**src/rtl/io_in_conditioner.sv**
```systemverilog
// Input conditioner: per-channel synchroniser, debounce filter, and registered rise/fall pulses.
// Optional feature: define IO_IN_CONDITIONER_TOGGLE_EN to add push-button toggle latches on toggle_out.
module io_in_conditioner #(
  parameter int WIDTH           = 7,
  parameter int SYNC_STAGES     = 2,
  parameter int DEBOUNCE_CYCLES = 16
) (
  input  logic             clk,
  input  logic             reset,
  input  logic [WIDTH-1:0] pin_in,
  output logic [WIDTH-1:0] level_out,
  output logic [WIDTH-1:0] rise_out,
  output logic [WIDTH-1:0] fall_out,
`ifdef IO_IN_CONDITIONER_TOGGLE_EN
  output logic [WIDTH-1:0] toggle_out,
`endif
  output logic             any_change
);

  localparam int CW = (DEBOUNCE_CYCLES > 1) ? $clog2(DEBOUNCE_CYCLES) : 1;
  localparam logic [CW-1:0] CNT_MAX = CW'(DEBOUNCE_CYCLES - 1);

  logic [WIDTH-1:0] sync_q [SYNC_STAGES];
  logic [WIDTH-1:0] sync;
  logic [CW-1:0]    cnt_q  [WIDTH];
  logic [WIDTH-1:0] level_q;
  logic [WIDTH-1:0] rise_q;
  logic [WIDTH-1:0] fall_q;

  assign sync = sync_q[SYNC_STAGES-1];

  // Each bit passes through its own shift chain before anything else looks at it.
  always_ff @(posedge clk or posedge reset) begin
    if (reset) begin
      for (int s = 0; s < SYNC_STAGES; s++) begin
        sync_q[s] <= '0;
      end
    end else begin
      sync_q[0] <= pin_in;
      for (int s = 1; s < SYNC_STAGES; s++) begin
        sync_q[s] <= sync_q[s-1];
      end
    end
  end

  // The level only flips after DEBOUNCE_CYCLES consecutive disagreeing samples;
  // any agreeing sample in between throws the partial count away.
  always_ff @(posedge clk or posedge reset) begin
    if (reset) begin
      for (int i = 0; i < WIDTH; i++) begin
        cnt_q[i] <= '0;
      end
      level_q <= '0;
      rise_q  <= '0;
      fall_q  <= '0;
    end else begin
      for (int i = 0; i < WIDTH; i++) begin
        rise_q[i] <= 1'b0;
        fall_q[i] <= 1'b0;
        if (sync[i] == level_q[i]) begin
          cnt_q[i] <= '0;
        end else if (cnt_q[i] != CNT_MAX) begin
          cnt_q[i] <= cnt_q[i] + 1'b1;
        end else begin
          cnt_q[i]   <= '0;
          level_q[i] <= sync[i];
          rise_q[i]  <= sync[i];
          fall_q[i]  <= ~sync[i];
        end
      end
    end
  end

`ifdef IO_IN_CONDITIONER_TOGGLE_EN
  logic [WIDTH-1:0] toggle_q;

  // Toggle lags the rise pulse by one edge so it is a clean registered update.
  always_ff @(posedge clk or posedge reset) begin
    if (reset) begin
      toggle_q <= '0;
    end else begin
      toggle_q <= toggle_q ^ rise_q;
    end
  end

  assign toggle_out = toggle_q;
`endif

  assign level_out  = level_q;
  assign rise_out   = rise_q;
  assign fall_out   = fall_q;
  assign any_change = |(rise_q | fall_q);

endmodule

```
**config.mk**
```make
export PLATFORM = sky130hd
export DESIGN_NAME = io_in_conditioner
export DESIGN_NICKNAME = d
export VERILOG_FILES = /design/src/rtl/io_in_conditioner.sv
export SDC_FILE = /design/constraint.sdc
export NUM_CORES = 1
export LEC_CHECK = 0
export ABC_AREA = 1
export ABC_CLOCK_PERIOD_IN_PS = 2000
export CELL_PAD_IN_SITES_DETAIL_PLACEMENT = 1
export CELL_PAD_IN_SITES_GLOBAL_PLACEMENT = 1
export CORE_MARGIN = 2
export CORE_UTILIZATION = 42
export DETAILED_ROUTE_END_ITERATION = 12
export PLACE_DENSITY = 0.77
export SYNTH_ARGS = -nofsm -noshare
export SYNTH_HDL_FRONTEND = slang
export SYNTH_SLANG_ARGS = --single-unit
```
**constraint.sdc**
```tcl
create_clock -name clk -period 2 [get_ports clk]
set_input_delay 0.2 -clock clk [delete_from_list [all_inputs] [get_ports clk]]
set_output_delay 0.2 -clock clk [all_outputs]
set_load 0.02 [all_outputs]
```
==> impl_metrics.toml <==
# flow metrics
[synthesis]
synth.top_cell.area_share_pct = 63.9
synth.mux.area_fraction_pct = 0
common_cells = "dfrtp_1 (63), nand2_1 (46), nor2_1 (43)"
synthFlopType = "dfrtp_1"
yosys_warnings = 0
ys_seq_share_pct = 63.9
top_area_cell = "dfrtp_1"
synth_dominant_cell_count = "dfrtp_1"
syn_area_per_cell_um2 = 10.2
ys.flops = 63

[status]
status = "completed"

[timing]
timing.final.hold_violations = 0
maxSlewHeadroom_pct = 73.7
setup_viol = 0
tns_ns = 0
skew_ns = 0.00364
fmax_mhz = 548

[critical_path]
critPathKind = "register to output port"
cp_slowest_stage_delay_ns = 0.54
worst_r2r_endpoint = "cnt_q[24]$_DFF_PP0_"
cp.depth = 5
cpMaxStageDelayCell = "clkdlybuf4s50_1"
cp_max_fo = 2
path_cells = "nor2_1, nand2_1, nor2_1, nand2_1, clkdlybuf4s50_1"
r2r_start = "cnt_q[24]$_DFF_PP0_"
cp_data_arrival_time_ns = 1.63
startpoint_type = "register"
critPathLaunch = "fall_out[5]$_DFF_PP0_"

[cells_and_area]
stdcell_count = 362
inverters_excl_clock = 34
nonClkBufAreaFrac_pct = 10.5
regArea_um2 = 1580

[grt]
grt_usage_pct = 17.1
grt.met1_usage_pct = 19.8
grtUsageMet3_pct = 5.51

[clock_tree]
postCtsSetupBuffers = 0
cts.sinks = 63
holdBufCountCts = 0
cts.path.max_buffers = 2

[routing]
met1_length_um = 1960
remaining_drc_errors = 0
wl_met3_um = 226

[placement]
routabilityCongestion = 0.701
dp_slack_ns = 0.504
dp_cells = 346

[floorplan]
die_area_um2 = 6510
## metrics by stage
step | util (%) | instance area (µm²)
after floorplan | - | 2470
after global placement | 51.3 | 2880
after detailed placement | 51.3 | 2880
after CTS | 54.5 | 3050
after global routing | 54.5 | 3050
final | 54.5 | 3050
## power by group
part	switching [µW]	internal [µW]
Sequential	42.2	1320
Clock	456	509
Combinational	81.0	59.5
## cell usage in the layout, fill, tap and decap left out, drive strengths merged
cell / instances
clkinv: 4
xnor2: 7
o21ai: 7
buf: 1
clkbuf: 12
or2: 1
nand2: 53
a21boi: 1
dfrtp: 63
nand4: 7
a21oi: 1
clkdlybuf4s50: 30
nand3: 14
ha: 7
nor2: 48
inv: 34
## sequential cells by signal, indices dropped and copies added, names as in the netlist
register,flops
fall_out,7
sync,7
rise_out,7
level_out,7
sync_q,7
cnt_q,28
Figure 1. Placed standard cells.
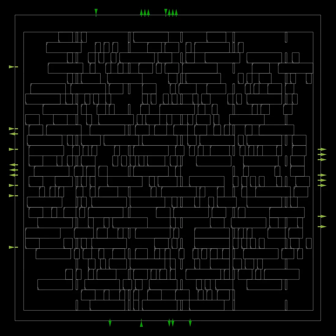
core region area: 5610 µm²
final core occ: 54.5%
seq_cells: 63
tap cells: 72
Core Rows: 27

Figure 2. M2 wires.
Cells faint in the background.
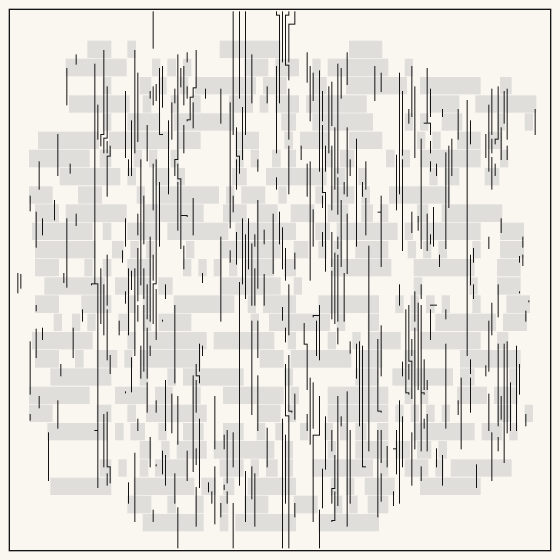
main direction: vertical
longest straight run: 38.1 µm
final wirelength: 4620 µm
total number of vias: 1690
met2 Use GR: 27.8%

Figure 3. Nets reached from selected ports.
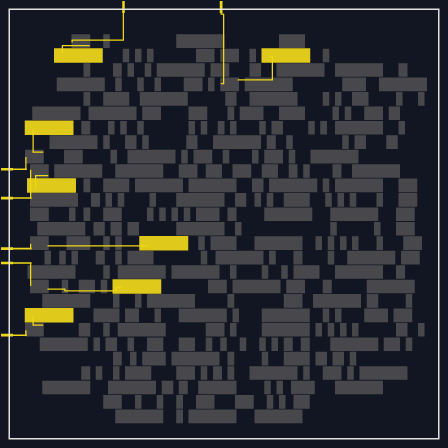
[`pin_in`] yellow | bits: 7 | direction: input | edge: 5 left, 2 top | end cells: 7 | buffers: 7 | wire: 124 µm
PortBufs: 30
I/O pin count: 31

No activity file was given, so power comes from the tool's default toggle rates.
